`src/rtl/mem_stage.sv`:
```
// Memory pipeline stage: data-memory access, load formatting, store strobes
// and fetch redirects, registered toward writeback.
module mem_stage #(
  parameter int XLEN   = 64,
  parameter int STRB_W = XLEN / 8
) (
  input  logic              CLK,
  input  logic              RESET,
  input  logic              MEM_V,
  input  logic [31:0]       MEM_IR,
  input  logic [XLEN-1:0]   MEM_RES,
  input  logic [XLEN-1:0]   MEM_Address,
  input  logic [XLEN-1:0]   MEM_NPC,
  input  logic [XLEN-1:0]   MEM_Target_Address,
  input  logic              MEM_PC_MUX,
  input  logic [3:0]        MEM_Cst,
  output logic              DMEM_REQ,
  output logic              DMEM_WE,
  output logic [XLEN-1:0]   DMEM_ADDR,
  output logic [XLEN-1:0]   DMEM_WDATA,
  output logic [STRB_W-1:0] DMEM_WSTRB,
  input  logic              DMEM_READY,
  input  logic [XLEN-1:0]   DMEM_RDATA,
  output logic              V_MEM_STALL,
  output logic              MEM_FE_BR_TAKEN,
  output logic [XLEN-1:0]   MEM_FE_TARGET,
  output logic              WB_V,
  output logic              WB_WE,
  output logic [4:0]        WB_DR,
  output logic [XLEN-1:0]   WB_RES,
  output logic [31:0]       WB_IR,
  output logic              WB_EXC
);

  localparam int OW = $clog2(STRB_W);

  typedef enum logic {IDLE, ACCESS} state_t;

  state_t state_q, state_d;

  logic              req_q, req_d;
  logic              we_q, we_d;
  logic [XLEN-1:0]   addr_q, addr_d;
  logic [XLEN-1:0]   wdata_q, wdata_d;
  logic [STRB_W-1:0] wstrb_q, wstrb_d;
  logic              br_q, br_d;
  logic [XLEN-1:0]   tgt_q, tgt_d;
  logic              wbv_q, wbv_d;
  logic              wbwe_q, wbwe_d;
  logic [4:0]        wbdr_q, wbdr_d;
  logic [XLEN-1:0]   wbres_q, wbres_d;
  logic [31:0]       wbir_q, wbir_d;
  logic              wbexc_q, wbexc_d;

  logic [4:0]        opc;
  logic [2:0]        size;
  logic [OW-1:0]     off;
  logic [4:0]        rd;
  logic              is_ld, is_st, is_br, is_jal, is_jalr;
  logic              is_mem, misal, go_mem, done;
  logic [XLEN-1:0]   lane, ld_val, st_data;
  logic [STRB_W-1:0] strb_base, st_strb;
  logic              unused_cst;

  assign opc     = MEM_IR[6:2];
  assign size    = MEM_IR[14:12];
  assign rd      = MEM_IR[11:7];
  assign off     = MEM_RES[OW-1:0];
  assign is_ld   = (opc == 5'b00000);
  assign is_st   = (opc == 5'b01000);
  assign is_br   = (opc == 5'b11000);
  assign is_jal  = (opc == 5'b11011);
  assign is_jalr = (opc == 5'b11001);
  assign is_mem  = is_ld | is_st;

  assign unused_cst = ^MEM_Cst;

  always_comb begin
    misal = 1'b0;
    unique case (size[1:0])
      2'b01:   misal = off[0];
      2'b10:   misal = |off[1:0];
      2'b11:   misal = |off;
      default: misal = 1'b0;
    endcase
  end

  assign go_mem      = MEM_V & is_mem & ~misal;
  assign done        = (state_q == ACCESS) & DMEM_READY;
  assign V_MEM_STALL = go_mem & ~done;

  // Loads pick their lane out of the aligned doubleword
  assign lane = DMEM_RDATA >> {off, 3'b000};

  always_comb begin
    ld_val = lane;
    unique case (size)
      3'b000:  ld_val = {{(XLEN-8){lane[7]}}, lane[7:0]};
      3'b001:  ld_val = {{(XLEN-16){lane[15]}}, lane[15:0]};
      3'b010:  ld_val = {{(XLEN-32){lane[31]}}, lane[31:0]};
      3'b100:  ld_val = {{(XLEN-8){1'b0}}, lane[7:0]};
      3'b101:  ld_val = {{(XLEN-16){1'b0}}, lane[15:0]};
      3'b110:  ld_val = {{(XLEN-32){1'b0}}, lane[31:0]};
      default: ld_val = lane;
    endcase
  end

  always_comb begin
    strb_base = '1;
    unique case (size[1:0])
      2'b00:   strb_base = STRB_W'(8'h01);
      2'b01:   strb_base = STRB_W'(8'h03);
      2'b10:   strb_base = STRB_W'(8'h0F);
      default: strb_base = '1;
    endcase
  end

  assign st_strb = strb_base << off;
  assign st_data = MEM_Address << {off, 3'b000};

  always_comb begin
    state_d = state_q;
    req_d   = req_q;
    we_d    = we_q;
    addr_d  = addr_q;
    wdata_d = wdata_q;
    wstrb_d = wstrb_q;
    wbv_d   = 1'b0;
    wbwe_d  = 1'b0;
    wbexc_d = 1'b0;
    wbdr_d  = wbdr_q;
    wbres_d = wbres_q;
    wbir_d  = wbir_q;
    br_d    = MEM_V & ((is_br & MEM_PC_MUX) | is_jal | is_jalr);
    tgt_d   = MEM_Target_Address;
    unique case (state_q)
      IDLE: begin
        if (go_mem) begin
          state_d = ACCESS;
          req_d   = 1'b1;
          we_d    = is_st;
          addr_d  = {MEM_RES[XLEN-1:OW], {OW{1'b0}}};
          wdata_d = is_st ? st_data : '0;
          wstrb_d = is_st ? st_strb : '0;
        end else begin
          wbv_d   = MEM_V;
          wbdr_d  = rd;
          wbir_d  = MEM_IR;
          wbres_d = (is_jal | is_jalr) ? MEM_NPC : MEM_RES;
          if (MEM_V & is_mem) begin
            wbexc_d = 1'b1;
            wbres_d = MEM_RES;
          end else begin
            wbwe_d = MEM_V & ~is_st & ~is_br & (rd != 5'd0);
          end
        end
      end
      ACCESS: begin
        if (DMEM_READY) begin
          state_d = IDLE;
          req_d   = 1'b0;
          we_d    = 1'b0;
          wbv_d   = 1'b1;
          wbdr_d  = rd;
          wbir_d  = MEM_IR;
          wbres_d = we_q ? MEM_RES : ld_val;
          wbwe_d  = ~we_q & (rd != 5'd0);
        end
      end
      default: state_d = IDLE;
    endcase
  end

  always_ff @(posedge CLK or negedge RESET) begin
    if (!RESET) begin
      state_q <= IDLE;
      req_q   <= 1'b0;
      we_q    <= 1'b0;
      addr_q  <= '0;
      wdata_q <= '0;
      wstrb_q <= '0;
      br_q    <= 1'b0;
      tgt_q   <= '0;
      wbv_q   <= 1'b0;
      wbwe_q  <= 1'b0;
      wbdr_q  <= '0;
      wbres_q <= '0;
      wbir_q  <= '0;
      wbexc_q <= 1'b0;
    end else begin
      state_q <= state_d;
      req_q   <= req_d;
      we_q    <= we_d;
      addr_q  <= addr_d;
      wdata_q <= wdata_d;
      wstrb_q <= wstrb_d;
      br_q    <= br_d;
      tgt_q   <= tgt_d;
      wbv_q   <= wbv_d;
      wbwe_q  <= wbwe_d;
      wbdr_q  <= wbdr_d;
      wbres_q <= wbres_d;
      wbir_q  <= wbir_d;
      wbexc_q <= wbexc_d;
    end
  end

  assign DMEM_REQ        = req_q;
  assign DMEM_WE         = we_q;
  assign DMEM_ADDR       = addr_q;
  assign DMEM_WDATA      = wdata_q;
  assign DMEM_WSTRB      = wstrb_q;
  assign MEM_FE_BR_TAKEN = br_q;
  assign MEM_FE_TARGET   = tgt_q;
  assign WB_V            = wbv_q;
  assign WB_WE           = wbwe_q;
  assign WB_DR           = wbdr_q;
  assign WB_RES          = wbres_q;
  assign WB_IR           = wbir_q;
  assign WB_EXC          = wbexc_q;

endmodule

```
`config.mk`:
```
export PLATFORM = sky130hd
export DESIGN_NAME = mem_stage
export DESIGN_NICKNAME = d
export VERILOG_FILES = /design/src/rtl/mem_stage.sv
export SDC_FILE = /design/constraint.sdc
export NUM_CORES = 1
export LEC_CHECK = 0
export CORE_AREA = 2 2 258 260
export DETAILED_ROUTE_END_ITERATION = 16
export DIE_AREA = 0 0 260 262
export SLEW_MARGIN = 20
export SYNTH_ARGS = -nofsm -noshare
export SYNTH_HDL_FRONTEND = slang
export SYNTH_SLANG_ARGS = --single-unit
```
`constraint.sdc`:
```
create_clock -name CLK -period 3.39 [get_ports CLK]
set_input_delay 0.678 -clock CLK [delete_from_list [all_inputs] [get_ports CLK]]
set_output_delay 0.678 -clock CLK [all_outputs]
set_load 0.03 [all_outputs]
```
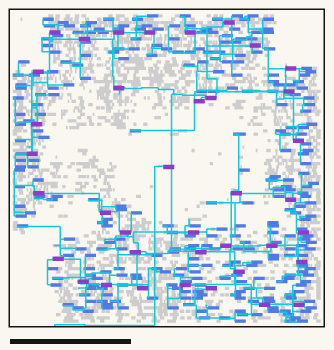
Fig. 1. Clock distribution (run 1).
Scale bar: 100 microns.
- purple: clock-net drivers (count 38)
- cyan: clock wires (length 5020 microns)
- blue: flip-flops (count 300)
- flops lie: spread over the die
clk_skew: 0.01369 ns
clock share of power: 38.7%
clk_lat worst skew: 0.57 ns
P_clk: 0.00437 W

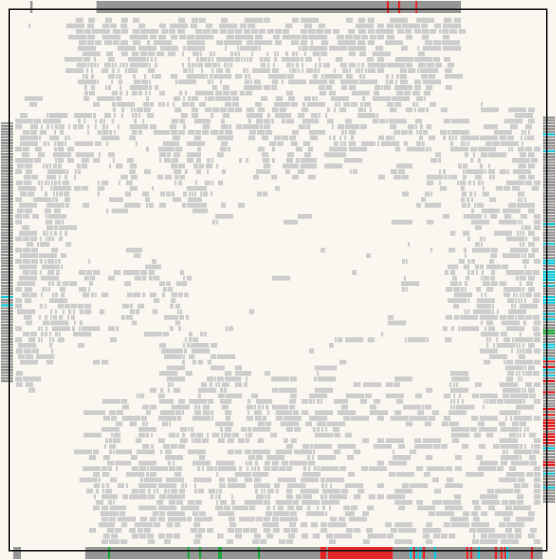
Fig. 2. Ports around the boundary (run 1).
Pins as bars across the die edge, other pins in gray.
- green: DMEM_WSTRB (pins 8; direction output; edge 6 bottom, 2 right)
- red: MEM_Target_Address (pins 64; direction input; edge 45 bottom, 16 right, 3 top)
- cyan: MEM_IR (pins 32; direction input; edge 24 right, 6 bottom, 2 left)
Die X: 260 microns
die outline height: 262 microns
# port buffers: 661

==> impl_metrics.env, run 1 <==
# physical design summary
export IMPL_yosys_cell_types_count=62
export IMPL_wl_met2_microns=37600
export IMPL_crit_path_end_kind="output pin"
export IMPL_layout_top_cells="656 x clkdlybuf4s50_1, 299 x nand2_1, 298 x dfrtp_1, 121 x mux2i_1, 109 x nor2_1"
export IMPL_ff2ff_path_depth=6
export IMPL_tap_cell_count=864
export IMPL_coreArea_sq_mm=0.06528
export IMPL_ir_drop_v=0.0003309
export IMPL_wl_met1_microns=32620
export IMPL_grt_overflow=0
export IMPL_io_pins=669
export IMPL_cp_endpoint="V_MEM_STALL"
export IMPL_layout_cells_non_filler=3103
export IMPL_bufAreaShareNonClock_pct=28.98
export IMPL_ys_sh_simple_pct=13.51
export IMPL_nClkBuffers=58
export IMPL_grt_busiest_layer="met2"
export IMPL_wire_per_inst_microns=25.26
export IMPL_cts_buffer_depth=3
export IMPL_hold_class="flip-flop to flip-flop"
export IMPL_status="completed"
export IMPL_cts_root_buf="clkbuf_16"
export IMPL_arrival_ns=2.30
export IMPL_fin_crit_ns=2.982
export IMPL_placed_cell_area_sq_mm=0.02369
export IMPL_holdPathEnd="WB_IR[5]$_DFFE_PN0N_"
export IMPL_p_comb_share_pct=25.7
export IMPL_grt_pass1_wl_microns=110700
export IMPL_top_power_group="clock"
export IMPL_r2r_start="state_q$_DFF_PN0_"
export IMPL_yosysChipArea_sq_mm=0.01594
export IMPL_n_all_inverters=22
export IMPL_gp_congestion=0.9202
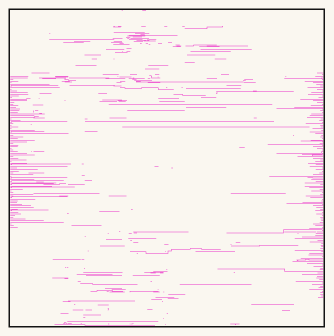
Fig. 3. Met3 routing (run 1).
- share of all routed wire: 7.6%
- main direction: horizontal
- wire length on this layer: 5980 microns
- nets with wire on the layer: 360
GR Util met3: 5.797%
final wirelength: 78380 microns

--- run 2 (diff from run 1) ---
--- a/config.mk
+++ b/config.mk
@@ -5,6 +5,7 @@
 export SDC_FILE = /design/constraint.sdc
 export NUM_CORES = 1
 export LEC_CHECK = 0
+export ABC_CLOCK_PERIOD_IN_PS = 3390
 export CORE_AREA = 2 2 258 260
 export DETAILED_ROUTE_END_ITERATION = 16
 export DIE_AREA = 0 0 260 262
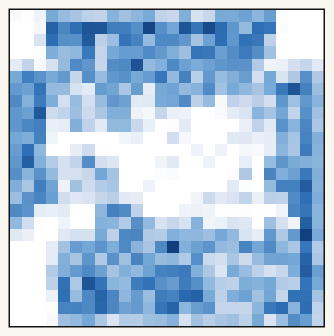
Fig. 4. Cell area per tile (run 2).
26 x 26 tiles, from white (low) to dark blue (high), 0 to 100% covered.
- mean over tiles: 35%
- fullest tile: 94%
- emptiest ninth of the die: center
- tiles over 75% full: 4.1%
- nearly empty tiles: 18%
FP Core Util: 24.42%
utilization after layout: 38.37%

==> run 2 against run 1 <==
Sequential share of layout area stayed put. Synthesized cell count is the same. Register-to-register slack about the same. Cell count is the same. First-iteration DRC count stayed put. Clock power hardly changed. Die size is the same. Core utilization stayed put. Clock skew unchanged. Final area stayed put. Maximum frequency is the same. Global-route usage stayed put. Largest cell class unchanged.
==> impl_metrics.env, run 2 <==
# physical design summary
export IMPL_placementRows=94
export IMPL_crit_path_end_kind="output pin"
export IMPL_wl_microns=78380
export IMPL_gp_congestion=0.9202
export IMPL_holdPathEnd="WB_IR[5]$_DFFE_PN0N_"
export IMPL_cts_buffer_depth=3
export IMPL_ir_drop_v=0.0003309
export IMPL_io_buffers=661
export IMPL_coreArea_sq_mm=0.06528
export IMPL_fin_crit_ns=2.982
export IMPL_use_met3_pct=5.797
export IMPL_tap_cell_count=864
export IMPL_nClkBuffers=58
export IMPL_grt_busiest_layer="met2"
export IMPL_io_pins=669
export IMPL_track_usage_pct=22.17
export IMPL_cp_endpoint="V_MEM_STALL"
export IMPL_hold_class="flip-flop to flip-flop"
export IMPL_layout_cells_non_filler=3103
export IMPL_flop_count=300
export IMPL_layout_top_cells="656 x clkdlybuf4s50_1, 299 x nand2_1, 298 x dfrtp_1, 121 x mux2i_1, 109 x nor2_1"
export IMPL_p_comb_share_pct=25.7
export IMPL_r2r_start="state_q$_DFF_PN0_"
export IMPL_status="completed"
export IMPL_ys_top_logic_family="multiplexers"
export IMPL_yosys_cell_types_count=62
export IMPL_insertion_delay_ns=0.57
export IMPL_die_h_microns=262
export IMPL_top_power_group="clock"
export IMPL_bufAreaShareNonClock_pct=28.98
export IMPL_wl_met2_microns=37600
export IMPL_grt_overflow=0
export IMPL_die_w_microns=260
export IMPL_ff2ff_path_depth=6
export IMPL_ys_sh_simple_pct=13.51
export IMPL_fin_skew_ns=0.01369
export IMPL_power_frac_clock_pct=38.7
export IMPL_wire_per_inst_microns=25.26
export IMPL_cts_root_buf="clkbuf_16"
export IMPL_grt_pass1_wl_microns=110700
export IMPL_arrival_ns=2.30
export IMPL_n_all_inverters=22
Fig. 5: run 2, met3 routing
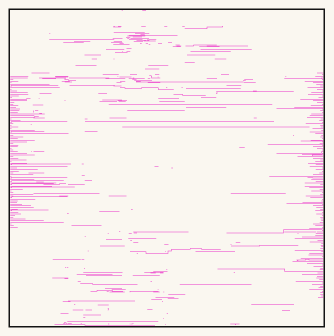

--- run 3 (diff from run 2) ---
--- a/config.mk
+++ b/config.mk
@@ -9,7 +9,8 @@
 export CORE_AREA = 2 2 258 260
 export DETAILED_ROUTE_END_ITERATION = 16
 export DIE_AREA = 0 0 260 262
-export SLEW_MARGIN = 20
+export PLACE_DENSITY_LB_ADDON = 0.15
+export SLEW_MARGIN = 0
 export SYNTH_ARGS = -nofsm -noshare
 export SYNTH_HDL_FRONTEND = slang
 export SYNTH_SLANG_ARGS = --single-unit
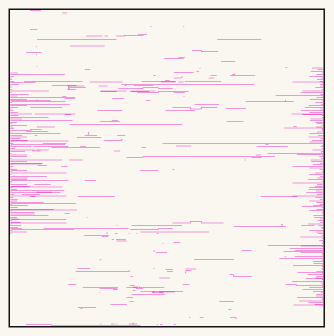
Fig. 6. Met3 routing (run 3).
- nets with wire on the layer: 344
- longest straight run: 133 microns
- share of all routed wire: 7.7%
GR Util met3: 5.883%
final wirelength: 78100 microns
vias: 15170

==> run 3 against run 2 <==
Die size stayed put. Non-clock buffer count is 4 higher. Sequential share of layout area about the same. Clock-buffer cell count up 1. First-iteration DRC count is 4.9% lower. Critical path depth unchanged. Sequential power hardly changed. Routed wire length shrank 0.35%. Highest routed layer unchanged. Largest cell class unchanged.
==> impl_metrics.env, run 3 <==
# physical design summary
export IMPL_status="completed"
export IMPL_yosys_cell_types_count=62
export IMPL_gp_congestion=0.8760
export IMPL_ys_sh_simple_pct=13.51
export IMPL_io_buffers=661
export IMPL_die_h_microns=262
export IMPL_hold_class="input port to asynchronous set/reset pin"
export IMPL_io_pins=669
export IMPL_ys_top_logic_family="multiplexers"
export IMPL_arrival_ns=3.56
export IMPL_fin_crit_ns=3.106
export IMPL_coreArea_sq_mm=0.06528
export IMPL_bufAreaShareNonClock_pct=29.05
export IMPL_ff2ff_path_depth=5
export IMPL_grt_pass1_wl_microns=110400
export IMPL_floorplan_core_util_pct=24.42
export IMPL_cts_buffer_depth=3
export IMPL_grt_busiest_layer="met2"
export IMPL_placementRows=94
export IMPL_ir_drop_v=0.0004081
export IMPL_grt_overflow=0
export IMPL_wire_per_inst_microns=25.08
export IMPL_tap_cell_count=864
export IMPL_crit_path_end_kind="flip-flop"
export IMPL_cp_endpoint="WB_RES[54]$_DFFE_PN0N_"
export IMPL_power_frac_clock_pct=38.0
export IMPL_layout_cells_non_filler=3114
export IMPL_track_usage_pct=22.04
export IMPL_fin_skew_ns=0.02291
export IMPL_wl_met2_microns=37850
export IMPL_first_global_vias=15380
export IMPL_cp_required_ns=3.85
export IMPL_layout_top_cells="656 x clkdlybuf4s50_1, 299 x nand2_1, 298 x dfrtp_1, 121 x mux2i_1, 109 x nor2_1"
export IMPL_final_core_util_pct=38.37
export IMPL_insertion_delay_ns=0.56
export IMPL_p_comb_share_pct=25.9
No activity file was given, so power comes from the tool's default toggle rates.
